===== src/rtl/lmsm_sequencer_if.sv =====
// Instruction/stall bundle between IF_ID, the LM/SM sequencer and ID_RR.
// The master side is the pipeline control (IF_ID feed, hazard inputs); the slave side is the sequencer.
interface lmsm_sequencer_if #(
  parameter int WIDTH = 16
);
  logic             in_valid;
  logic [WIDTH-1:0] in_ir;
  logic [WIDTH-1:0] in_npc;
  logic             hold_in;
  logic             flush;
  logic             out_valid;
  logic [WIDTH-1:0] out_ir;
  logic [WIDTH-1:0] out_npc;
  logic             stall_up;
  logic             busy;

  modport master (
    output in_valid, in_ir, in_npc, hold_in, flush,
    input  out_valid, out_ir, out_npc, stall_up, busy
  );

  modport slave (
    input  in_valid, in_ir, in_npc, hold_in, flush,
    output out_valid, out_ir, out_npc, stall_up, busy
  );
endinterface


===== src/rtl/lmsm_sequencer.sv =====
// Expands LM/SM into one LW/SW micro-op per listed register at the ID->RR boundary,
// stalling IF/ID while an expansion is in progress; other instructions pass through.
//
//   state  | meaning
//   IDLE   | accept IF_ID; pass through, bubble, or emit first micro-op of LM/SM
//   EXPAND | emitting remaining micro-ops from list_q; IF/ID held on the LM/SM
module lmsm_sequencer #(
  parameter int         WIDTH = 16,
  parameter logic [3:0] OP_LM = 4'b0110,
  parameter logic [3:0] OP_SM = 4'b0111,
  parameter logic [3:0] OP_LW = 4'b0100,
  parameter logic [3:0] OP_SW = 4'b0101
) (
  input  logic             clk,
  input  logic             reset,
  lmsm_sequencer_if.slave  bus
);

  typedef enum logic {IDLE, EXPAND} state_t;

  state_t           state_q, state_d;
  logic [7:0]       list_q, list_d;
  logic [2:0]       cnt_q, cnt_d;
  logic [3:0]       op_q, op_d;
  logic [2:0]       ra_q, ra_d;
  logic [WIDTH-1:0] npc_q, npc_d;
  logic             out_valid_q, out_valid_d;
  logic [WIDTH-1:0] out_ir_q, out_ir_d;
  logic [WIDTH-1:0] out_npc_q, out_npc_d;

  logic [3:0]  in_op;
  logic        in_is_multi;
  logic [7:0]  src_list;
  logic [2:0]  hi_idx;
  logic [2:0]  rd;
  logic [7:0]  list_rest;
  logic        more_left;
  logic [3:0]  emit_op;
  logic [2:0]  emit_ra;
  logic [2:0]  emit_off;
  logic [15:0] uop;
  logic        stall_comb;

  assign in_op       = bus.in_ir[15:12];
  assign in_is_multi = (in_op == OP_LM) || (in_op == OP_SM);
  assign src_list    = (state_q == EXPAND) ? list_q : bus.in_ir[7:0];

  // List bit 7 names R0, so the highest set bit is the next register in R0-first order.
  always_comb begin
    hi_idx = 3'd0;
    for (int i = 0; i < 8; i++) begin
      if (src_list[i]) hi_idx = 3'(i);
    end
  end

  assign rd        = 3'd7 - hi_idx;
  assign list_rest = src_list & ~(8'd1 << hi_idx);
  assign more_left = |list_rest;

  assign emit_op  = (state_q == EXPAND) ? op_q : ((in_op == OP_LM) ? OP_LW : OP_SW);
  assign emit_ra  = (state_q == EXPAND) ? ra_q : bus.in_ir[11:9];
  assign emit_off = (state_q == EXPAND) ? cnt_q : 3'd0;
  assign uop      = {emit_op, rd, emit_ra, 3'b000, emit_off};

  always_comb begin
    state_d     = state_q;
    list_d      = list_q;
    cnt_d       = cnt_q;
    op_d        = op_q;
    ra_d        = ra_q;
    npc_d       = npc_q;
    out_valid_d = out_valid_q;
    out_ir_d    = out_ir_q;
    out_npc_d   = out_npc_q;
    stall_comb  = 1'b0;

    if (bus.flush) begin
      out_valid_d = 1'b0;
      state_d     = IDLE;
      list_d      = 8'd0;
      cnt_d       = 3'd0;
    end else if (bus.hold_in) begin
      stall_comb = 1'b1;
    end else if (state_q == EXPAND) begin
      out_valid_d = 1'b1;
      out_ir_d    = WIDTH'(uop);
      out_npc_d   = npc_q;
      if (more_left) begin
        list_d     = list_rest;
        cnt_d      = cnt_q + 3'd1;
        stall_comb = 1'b1;
      end else begin
        list_d  = 8'd0;
        cnt_d   = 3'd0;
        state_d = IDLE;
      end
    end else if (!bus.in_valid) begin
      out_valid_d = 1'b0;
    end else if (!in_is_multi) begin
      out_valid_d = 1'b1;
      out_ir_d    = bus.in_ir;
      out_npc_d   = bus.in_npc;
    end else if (src_list == 8'd0) begin
      out_valid_d = 1'b0;
    end else begin
      out_valid_d = 1'b1;
      out_ir_d    = WIDTH'(uop);
      out_npc_d   = bus.in_npc;
      if (more_left) begin
        state_d    = EXPAND;
        list_d     = list_rest;
        cnt_d      = 3'd1;
        op_d       = emit_op;
        ra_d       = emit_ra;
        npc_d      = bus.in_npc;
        stall_comb = 1'b1;
      end
    end
  end

  always_ff @(posedge clk) begin
    if (reset) begin
      state_q     <= IDLE;
      list_q      <= 8'd0;
      cnt_q       <= 3'd0;
      op_q        <= 4'd0;
      ra_q        <= 3'd0;
      npc_q       <= '0;
      out_valid_q <= 1'b0;
      out_ir_q    <= '0;
      out_npc_q   <= '0;
    end else begin
      state_q     <= state_d;
      list_q      <= list_d;
      cnt_q       <= cnt_d;
      op_q        <= op_d;
      ra_q        <= ra_d;
      npc_q       <= npc_d;
      out_valid_q <= out_valid_d;
      out_ir_q    <= out_ir_d;
      out_npc_q   <= out_npc_d;
    end
  end

  assign bus.out_valid = out_valid_q;
  assign bus.out_ir    = out_ir_q;
  assign bus.out_npc   = out_npc_q;
  assign bus.stall_up  = stall_comb && !reset;
  assign bus.busy      = (state_q == EXPAND);

endmodule


===== src/flat_wrapper.sv =====
// flat-port wrapper written by rule: the top's interface ports become plain ports
module lmsm_sequencer_flat 
#(
  parameter int         WIDTH = 16,
  parameter logic [3:0] OP_LM = 4'b0110,
  parameter logic [3:0] OP_SM = 4'b0111,
  parameter logic [3:0] OP_LW = 4'b0100,
  parameter logic [3:0] OP_SW = 4'b0101
)
  (clk, reset, bus_in_valid, bus_in_ir, bus_in_npc, bus_hold_in, bus_flush, bus_out_valid, bus_out_ir, bus_out_npc, bus_stall_up, bus_busy);
  lmsm_sequencer_if #(.WIDTH(WIDTH)) bus_i ();
  input  logic clk;
  input  logic reset;
  input wire logic [$bits(bus_i.in_valid)-1:0] bus_in_valid;
  input wire logic [$bits(bus_i.in_ir)-1:0] bus_in_ir;
  input wire logic [$bits(bus_i.in_npc)-1:0] bus_in_npc;
  input wire logic [$bits(bus_i.hold_in)-1:0] bus_hold_in;
  input wire logic [$bits(bus_i.flush)-1:0] bus_flush;
  output wire logic [$bits(bus_i.out_valid)-1:0] bus_out_valid;
  output wire logic [$bits(bus_i.out_ir)-1:0] bus_out_ir;
  output wire logic [$bits(bus_i.out_npc)-1:0] bus_out_npc;
  output wire logic [$bits(bus_i.stall_up)-1:0] bus_stall_up;
  output wire logic [$bits(bus_i.busy)-1:0] bus_busy;
  assign bus_i.in_valid = bus_in_valid;
  assign bus_i.in_ir = bus_in_ir;
  assign bus_i.in_npc = bus_in_npc;
  assign bus_i.hold_in = bus_hold_in;
  assign bus_i.flush = bus_flush;
  assign bus_out_valid = bus_i.out_valid;
  assign bus_out_ir = bus_i.out_ir;
  assign bus_out_npc = bus_i.out_npc;
  assign bus_stall_up = bus_i.stall_up;
  assign bus_busy = bus_i.busy;
  lmsm_sequencer #(.WIDTH(WIDTH), .OP_LM(OP_LM), .OP_SM(OP_SM), .OP_LW(OP_LW), .OP_SW(OP_SW)) u_core (.clk(clk), .reset(reset), .bus(bus_i));
endmodule

===== config.mk =====
export PLATFORM = sky130hd
export DESIGN_NAME = lmsm_sequencer_flat
export DESIGN_NICKNAME = d
export VERILOG_FILES = /design/src/rtl/lmsm_sequencer_if.sv /design/src/rtl/lmsm_sequencer.sv /design/src/flat_wrapper.sv
export SDC_FILE = /design/constraint.sdc
export NUM_CORES = 1
export LEC_CHECK = 0
export CORE_MARGIN = 4
export CORE_UTILIZATION = 32
export DETAILED_ROUTE_END_ITERATION = 8
export HOLD_SLACK_MARGIN = 0.08
export PLACE_DENSITY = 0.5
export SLEW_MARGIN = 20
export SYNTH_ARGS = -nofsm -noshare
export SYNTH_HDL_FRONTEND = slang
export SYNTH_SLANG_ARGS = --single-unit

===== constraint.sdc =====
create_clock -name clk -period 4.96 [get_ports clk]
set_input_delay 0.992 -clock clk [delete_from_list [all_inputs] [get_ports clk]]
set_output_delay 0.992 -clock clk [all_outputs]
set_load 0.01 [all_outputs]

==> images/metal_stack.png <==
(3 px per um)
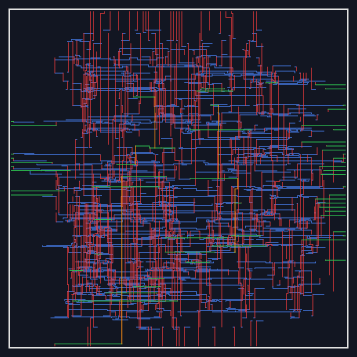
| color | layer | wire length |
|---|---|---|
| orange | met4 | 129 um |
| blue | met1 | 4,740 um |
| red | met2 | 4,710 um |
| green | met3 | 557 um |
final routed wirelength across all metal layers: 10,130 um
vias after detailed routing: 3,137
mean routed wirelength per cell: 17.23 um

==> reports/metrics.cfg <==
[global_route]
via_count_of_the_first_global_routing_pass = 3169
initial_antenna_violation_count = 0

[yosys]
synth-area-yosys_sq_um = 3482
synthesis.nets = 428
netlist_instances = 390
ys.flop_type = dfxtp_1
yosysTopAreaCellShare = 0.3909
ys_seq_elements = 68
postSynthAreaPerCell_sq_um = 8.928
topCellsByArea = dfxtp_1 39%, a211oi_2 7.5%, mux2i_1 7.5%, a21oi_1 5.9%, nor2_1 4.9%
edf_count = 0
synth.largest_area_cell = dfxtp_1
synth.yosys.warnings = 0
yosys_cells = 390

[worst_setup_path]
worst_path_largest_cell_delay_ps = 530
setup.worst_path.end_class = output pin
largest_fanout_of_any_net_on_the_critical_path = 6
reg2reg_setup_slack_ps = 1920
crit-reg2reg-capture = u_core.bus.out_ir[7]$_SDFFE_PP0P_
cp_data_arrival_time_ps = 3680
crit_start = bus_in_ir[4]
timing_worst_setup_path_type = in2out
worst_setup_path_start_kind = primary input
crit_top_cell = clkdlybuf4s50_1
setup.worst_path.end = bus_stall_up
crit_path_top_delay_cell = clkdlybuf4s50_1

[pwr]
pwr.group.combinational_uw = 174
combinational_share_of_power = 0.134
power.group.top = registers
switching_power_uw = 325.0
power.density_cell_area_nw_per_um2 = 290.8
switching_share = 0.2493
p_clk_frac = 0.429
p_leak_uw = 0.001443
total_power_uw = 1304

[cells_and_area]
final_layout_size_suffix_gt1_frac = 0.1372
non_clock_buffer_count = 78
post-route-util = 0.4285
comb_area_sq_um = 1931
top_area_cell_class = combinational gates
final_design_area_no_fill_sq_um = 4483
clk_buffers = 10
numSequentialCells = 68
num-multi-input-gates = 284
final_nets = 485
seqCellArea_sq_um = 1363
area_delta_synth_final_pct = 28.75
layout_top_cells_excl_fill_tap = 70 x clkdlybuf4s50_1, 67 x dfxtp_1, 45 x nor2_1
register_fraction_of_the_total_cell_area = 0.3039
num-fill-cells = 1092

[hold_path]
hp-class = reg2reg

[sta]
final.period_utilization = 0.9428
finalSetupViolations = 0
setup_ws_ps = 283.7
drv_slew = 0
layout_min_cycle_time_ps = 4676
report.final.hold_viol_count = 0
setup-tns-final_ps = 0

[detailed_routing]
ant_nets = 0
drt_first_pass_iters = 4
first_iter_violations = 214
routed_vias_inst = 5.335
drc_errors = 0

[cts]
clk_pin_slew_ps = 70
cts-buffers-inserted = 9
clk-insertion-delay-late_ps = 350
cts_post_setup_buffers_inserted = 0
cts_buffer_depth = 2
number_of_sinks_handled_by_clock_tree_synthesis = 68
clock_tree_from_tritoncts = built
cts-htree-levels = 3

[placed_design]
dp_hpwl_um = 6942
placed_cells = 572
finalWeightedCongestion = 0.9309
dp_slack_ps = 322.1
detailed_place.area_sq_um = 4244
io_buffers = 71

[floorplanning]
dieWidth_um = 112.3
chipHeight_um = 112.3
dieArea_sq_um = 12610

[run_status]
run_status = completed

==> images/gate_families.png <==
(3 px per um)
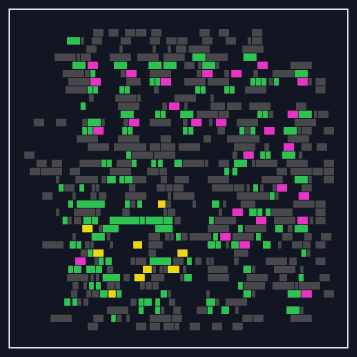
| color | family | cells |
|---|---|---|
| yellow | AND-OR and OR-AND gates | 9 |
| magenta | multiplexers | 26 |
| green | inverting AOI/OAI gates | 128 |
commonest non-fill, non-tap cell in the layout: clkdlybuf4s50_1
post-layout instance count excluding filler cells: 588
multi-input combinational area share: 0.4306

[per-layer routing]
metal,part of all wire,vias up,track usage
met5,0,-,0
met4,0.013,0,0.05128
met3,0.055,11,0.03881
met2,0.46,84,0.2602
met1,0.47,1500,0.2271
li1,-,1542,-
[cells by family after synthesis]
kind of cell             share of synthesized area
AND-OR/OR-AND                               0.3008
adder cells (fa/ha/maj)                   0.003593
buffers and inverters                      0.05749
flip-flops                                  0.3909
multiplexers                               0.07474
AND/OR/NAND/NOR                             0.1725
[how the worst min path moves through the flow]
stage                             startpoint                       endpoint  slack [ps]  cells after the start
3_5_place_dp   u_core.npc_q[13]$_SDFFE_PP0P_  u_core.npc_q[13]$_SDFFE_PP0P_         470                      2
3_3_place_gp     u_core.op_q[2]$_SDFFE_PP0P_    u_core.op_q[2]$_SDFFE_PP0P_         450                      2
4_1_cts        u_core.npc_q[13]$_SDFFE_PP0P_  u_core.npc_q[13]$_SDFFE_PP0P_         480                      2
6_report       u_core.npc_q[13]$_SDFFE_PP0P_  u_core.npc_q[13]$_SDFFE_PP0P_         470                      2
2_1_floorplan    u_core.op_q[2]$_SDFFE_PP0P_    u_core.op_q[2]$_SDFFE_PP0P_         440                      2
5_1_grt         u_core.npc_q[5]$_SDFFE_PP0P_   u_core.npc_q[5]$_SDFFE_PP0P_         500                      2
[critical path, delay by kind of cell]
kind | cells | cell delay (ps)
buffers and inverters | 2 | 1010
AOI/OAI and AO/OA | 4 | 1090
and+or+nand+nor | 3 | 600
[flip-flops by register name, indices dropped and copies added, names as in the netlist]
name                  cells
u_core.bus.out_valid      1
u_core.list_q             8
u_core.bus.busy           1
u_core.bus.out_npc       16
u_core.cnt_q              3
u_core.bus.out_ir        16
u_core.op_q               4
u_core.ra_q               3
u_core.npc_q             16
